[config.mk]
export PLATFORM = sky130hd
export DESIGN_NAME = sram_dump_reader
export DESIGN_NICKNAME = d
export VERILOG_FILES = /design/src/rtl/sram_dump_reader.sv
export SDC_FILE = /design/constraint.sdc
export NUM_CORES = 1
export LEC_CHECK = 0
export CAP_MARGIN = 25
export CORE_MARGIN = 3
export CORE_UTILIZATION = 53
export CTS_CLUSTER_DIAMETER = 80
export DETAILED_ROUTE_END_ITERATION = 10
export PLACE_DENSITY_LB_ADDON = 0.1
export SETUP_SLACK_MARGIN = 0.5
export SYNTH_ARGS = -nofsm -noshare
export SYNTH_HDL_FRONTEND = slang
export SYNTH_SLANG_ARGS = --single-unit
export TNS_END_PERCENT = 5
[constraint.sdc]
create_clock -name Clk -period 4.02 [get_ports Clk]
set_input_delay 0.804 -clock Clk [delete_from_list [all_inputs] [get_ports Clk]]
set_output_delay 0.804 -clock Clk [all_outputs]
set_load 0.02 [all_outputs]
[src/rtl/sram_dump_reader.sv]
// Streams a contiguous SRAM window out through a valid/ready port.
// Reads are throttled so that buffered plus in-flight words never exceed the 2-entry FIFO.
module sram_dump_reader #(
    parameter int D_WIDTH  = 32,
    parameter int SA_WIDTH = 5
) (
    input  logic                Clk,
    input  logic                Rst,
    input  logic                Str,
    input  logic [SA_WIDTH-1:0] Base,
    input  logic [SA_WIDTH:0]   Len,
    output logic [SA_WIDTH-1:0] Addr,
    output logic                En,
    output logic                RW,
    input  logic [D_WIDTH-1:0]  Data_O,
    output logic [D_WIDTH-1:0]  Out_Data,
    output logic                Out_Valid,
    input  logic                Out_Ready,
    output logic                Busy,
    output logic                Done
);

    typedef enum logic [1:0] {S_IDLE, S_READ, S_DRAIN, S_DONE} state_t;

    localparam logic [SA_WIDTH:0] ONE = 1;

    state_t               state, state_nxt;
    logic [SA_WIDTH:0]    remaining;
    logic                 inflight;
    logic [1:0]           cnt;
    logic [1:0]           occ;
    logic [D_WIDTH-1:0]   head, tail;
    logic                 pop, push, accept;

    assign RW        = 1'b0;
    assign Out_Valid = (cnt != 2'd0);
    assign Out_Data  = head;
    assign Busy      = (state == S_READ) || (state == S_DRAIN);
    assign Done      = (state == S_DONE);

    assign pop  = Out_Valid && Out_Ready;
    assign push = inflight;
    // Occupancy never exceeds 2, so a pop is the only way to free a full slot.
    assign occ  = cnt + {1'b0, inflight};

    always_ff @(posedge Clk or negedge Rst) begin
        if (!Rst) state <= S_IDLE;
        else      state <= state_nxt;
    end

    always_comb begin
        state_nxt = state;
        En        = 1'b0;
        accept    = 1'b0;
        case (state)
            S_IDLE, S_DONE: begin
                if (Str) begin
                    accept    = 1'b1;
                    state_nxt = (Len == '0) ? S_DONE : S_READ;
                end
            end
            S_READ: begin
                if (remaining != '0 && (occ < 2'd2 || pop)) begin
                    En = 1'b1;
                    if (remaining == ONE) state_nxt = S_DRAIN;
                end
            end
            S_DRAIN: begin
                if (cnt == 2'd0 && !inflight) state_nxt = S_DONE;
            end
            default: state_nxt = S_IDLE;
        endcase
    end

    always_ff @(posedge Clk or negedge Rst) begin
        if (!Rst) begin
            Addr      <= '0;
            remaining <= '0;
            inflight  <= 1'b0;
            cnt       <= 2'd0;
            head      <= '0;
            tail      <= '0;
        end else begin
            if (accept) begin
                Addr      <= Base;
                remaining <= Len;
            end else if (En) begin
                Addr      <= Addr + 1'b1;
                remaining <= remaining - 1'b1;
            end
            inflight <= En;

            // head is the registered stream output; tail only holds the second word.
            case ({push, pop})
                2'b10: begin
                    if (cnt == 2'd0) head <= Data_O;
                    else             tail <= Data_O;
                    cnt <= cnt + 2'd1;
                end
                2'b01: begin
                    head <= tail;
                    cnt  <= cnt - 2'd1;
                end
                2'b11: begin
                    if (cnt == 2'd1) begin
                        head <= Data_O;
                    end else begin
                        head <= tail;
                        tail <= Data_O;
                    end
                end
                default: ;
            endcase
        end
    end

endmodule

**Run 1: signal wires on met1**

(4 px per um) Cells faint in the background.
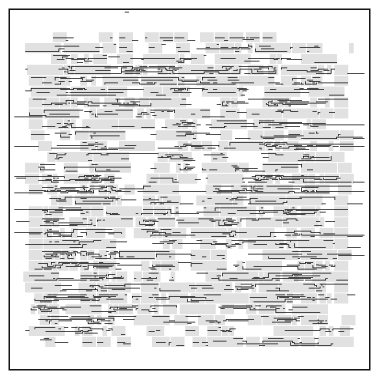
The layer holds 44% of the routed length. The longest straight run is 21.6 um. The wires run mostly horizontal. The layer carries 3550 um of wire.

**Run 1: metal 2**

(6 px per um)
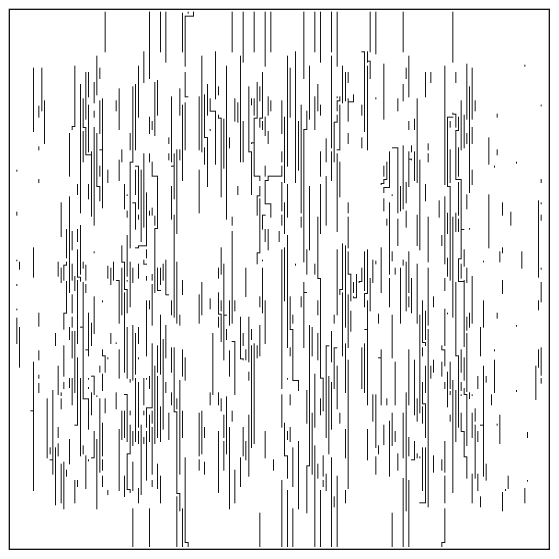
The layer holds 48% of the routed length. 423 nets have wire on it.

==> results.txt, run 1 <==
run metrics: Registers, synthesis=80, Power Density=852.5 nW/um^2, Worst Setup End Kind=primary output, Logic pwr share=0.502, first-pass GRT wire length=13750 um, Final #Nets=482, outcome=complete, no violations, flip-flops=80, area leader, netlist=dfrtp_1, RSZ-0062 raised after global routing=false, WP data required=3220 ps, Startpoint Class=primary input, CP top delay family=buffers and inverters, r2r startpoint=cnt[0], MI comb area=1582 um^2, Clock Power=608 uW, commonest cells in the netlist=dfrtp_1 (80), nand2_1 (37), o21ai_0 (37), Inst Count DP=503, Crit Path Class=in -> out, Critical Path Start=Out_Ready, yosys xor share=0.004709, Synth logic family=AND-OR/OR-AND gates, Seq power=1470 uW, Reg2Reg Depth=8, Post-Route WL=8001 um, Mapped Area=3720 um^2, Fin. Hold Viols=0, CTS Buf Count=9, Top Layout Cells=clkdlybuf4s50_1 (86), dfrtp_1 (80), nand2_1 (37), o21ai_0 (37), cell count in the Yosys report=337, register share after synthesis=0.5382, Non-CTS buffers=94, 1st-pass router iterations=5, Post-synth ARST share=1.000, met1 Track Usage GR=0.2707, Complex Gates by Area=0.1763, Root Driver=clkbuf_8
**Run 1: the metal 3 layer**

(3 px per um) Cells faint in the background.
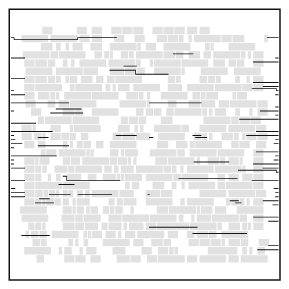
The longest straight run is 21.2 um. The wires run mostly horizontal.

**Run 1: routing congestion**

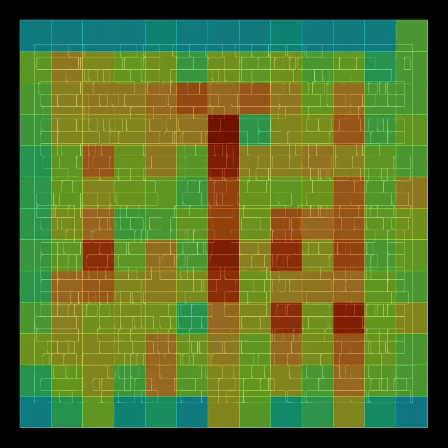
met2 Use GR: 0.3277
met3 Usage GRT: 0.06761

--- run 2 (diff from run 1) ---
--- a/config.mk
+++ b/config.mk
@@ -7,7 +7,7 @@
 export LEC_CHECK = 0
 export CAP_MARGIN = 25
 export CORE_MARGIN = 3
-export CORE_UTILIZATION = 53
+export CORE_UTILIZATION = 45
 export CTS_CLUSTER_DIAMETER = 80
 export DETAILED_ROUTE_END_ITERATION = 10
 export PLACE_DENSITY_LB_ADDON = 0.1
==> constraint.sdc (replaced) <==
create_clock -name Clk -period 2.89 [get_ports Clk]
set_input_delay 0.578 -clock Clk [delete_from_list [all_inputs] [get_ports Clk]]
set_output_delay 0.578 -clock Clk [all_outputs]
set_load 0.02 [all_outputs]
==> run 2 against run 1 <==
  * Sequential cell count unchanged
  * Non-clock buffer count up 5
  * Synthesized cell count stayed put
  * First-iteration DRC count down 34%
  * Routed wire length decreased by 0.47%
  * Critical path depth fell by 2
  * Via count shrank 1.6%
  * Register-to-register slack got worse by 800 ps
  * Power grew 40%
  * Combinational power rose by 42%
  * Critical endpoint unchanged
  * Largest cell class unchanged
  * Largest power group unchanged
==> results.txt, run 2 <==
run metrics: outcome=complete, no violations (unchanged), Power Density=1178 nW/um^2 (was 852.5 nW/um^2), Top Layout Cells=clkdlybuf4s50_1 (84), dfrtp_1 (80), nand2_1 (37), o21ai_0 (37) (was clkdlybuf4s50_1 (86), dfrtp_1 (80), nand2_1 (37), o21ai_0 (37)), CTS Buf Count=9 (unchanged), CP top delay family=simple AND/OR/NAND/NOR gates (was buffers and inverters), Mapped Area=3720 um^2 (unchanged), Final #Nets=487 (was 482), Startpoint Class=register (was primary input), Clock Power=837 uW (was 608 uW), r2r startpoint=cnt[1] (was cnt[0]), Crit Path Class=reg -> out (was in -> out), Root Driver=clkbuf_8 (unchanged), met3 Usage GRT=0.03100 (was 0.06761), flip-flops=80 (unchanged), 1st-pass router iterations=5 (unchanged), MI comb area=1594 um^2 (was 1582 um^2), WP data required=2310 ps (was 3220 ps), Inst Count DP=515 (was 503), Logic pwr share=0.510 (was 0.502), register share after synthesis=0.5382 (unchanged), Seq power=2030 uW (was 1470 uW), Post-synth ARST share=1.000 (unchanged), Worst Setup End Kind=primary output (unchanged), Registers, synthesis=80 (unchanged), Synth logic family=AND-OR/OR-AND gates (unchanged), Complex Gates by Area=0.1763 (unchanged), Reg2Reg Depth=9 (was 8)
**Run 2: routing congestion**

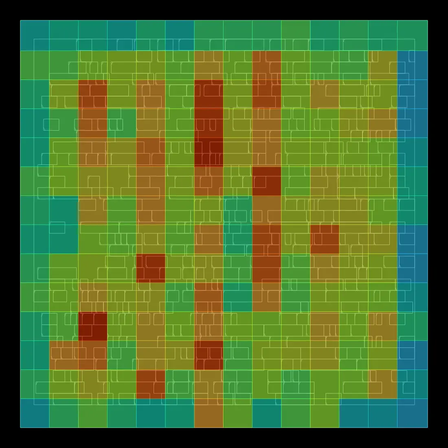
met1 Track Usage GR: 0.2480
Most Crowded Layer GR: met2
routed len/inst: 14.91 um

**Run 2: signal wires on met1**

(4 px per um) Cells faint in the background.
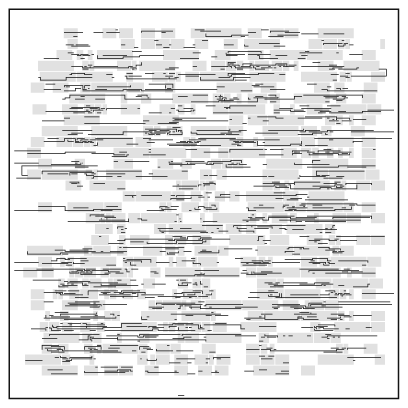
The longest straight run is 22.1 um. The layer holds 46% of the routed length. 423 nets have wire on it. The layer carries 3680 um of wire.
DR vias: 2873
Post-Route WL: 7963 um

**Run 2: metal 2**

(4 px per um)
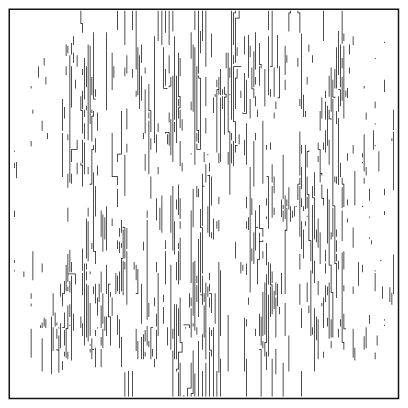
The wires run mostly vertical. The layer carries 3880 um of wire. The longest straight run is 31.6 um. The layer holds 49% of the routed length.
met2 Use GR: 0.2771

Power is estimated from default activity; no workload was simulated.
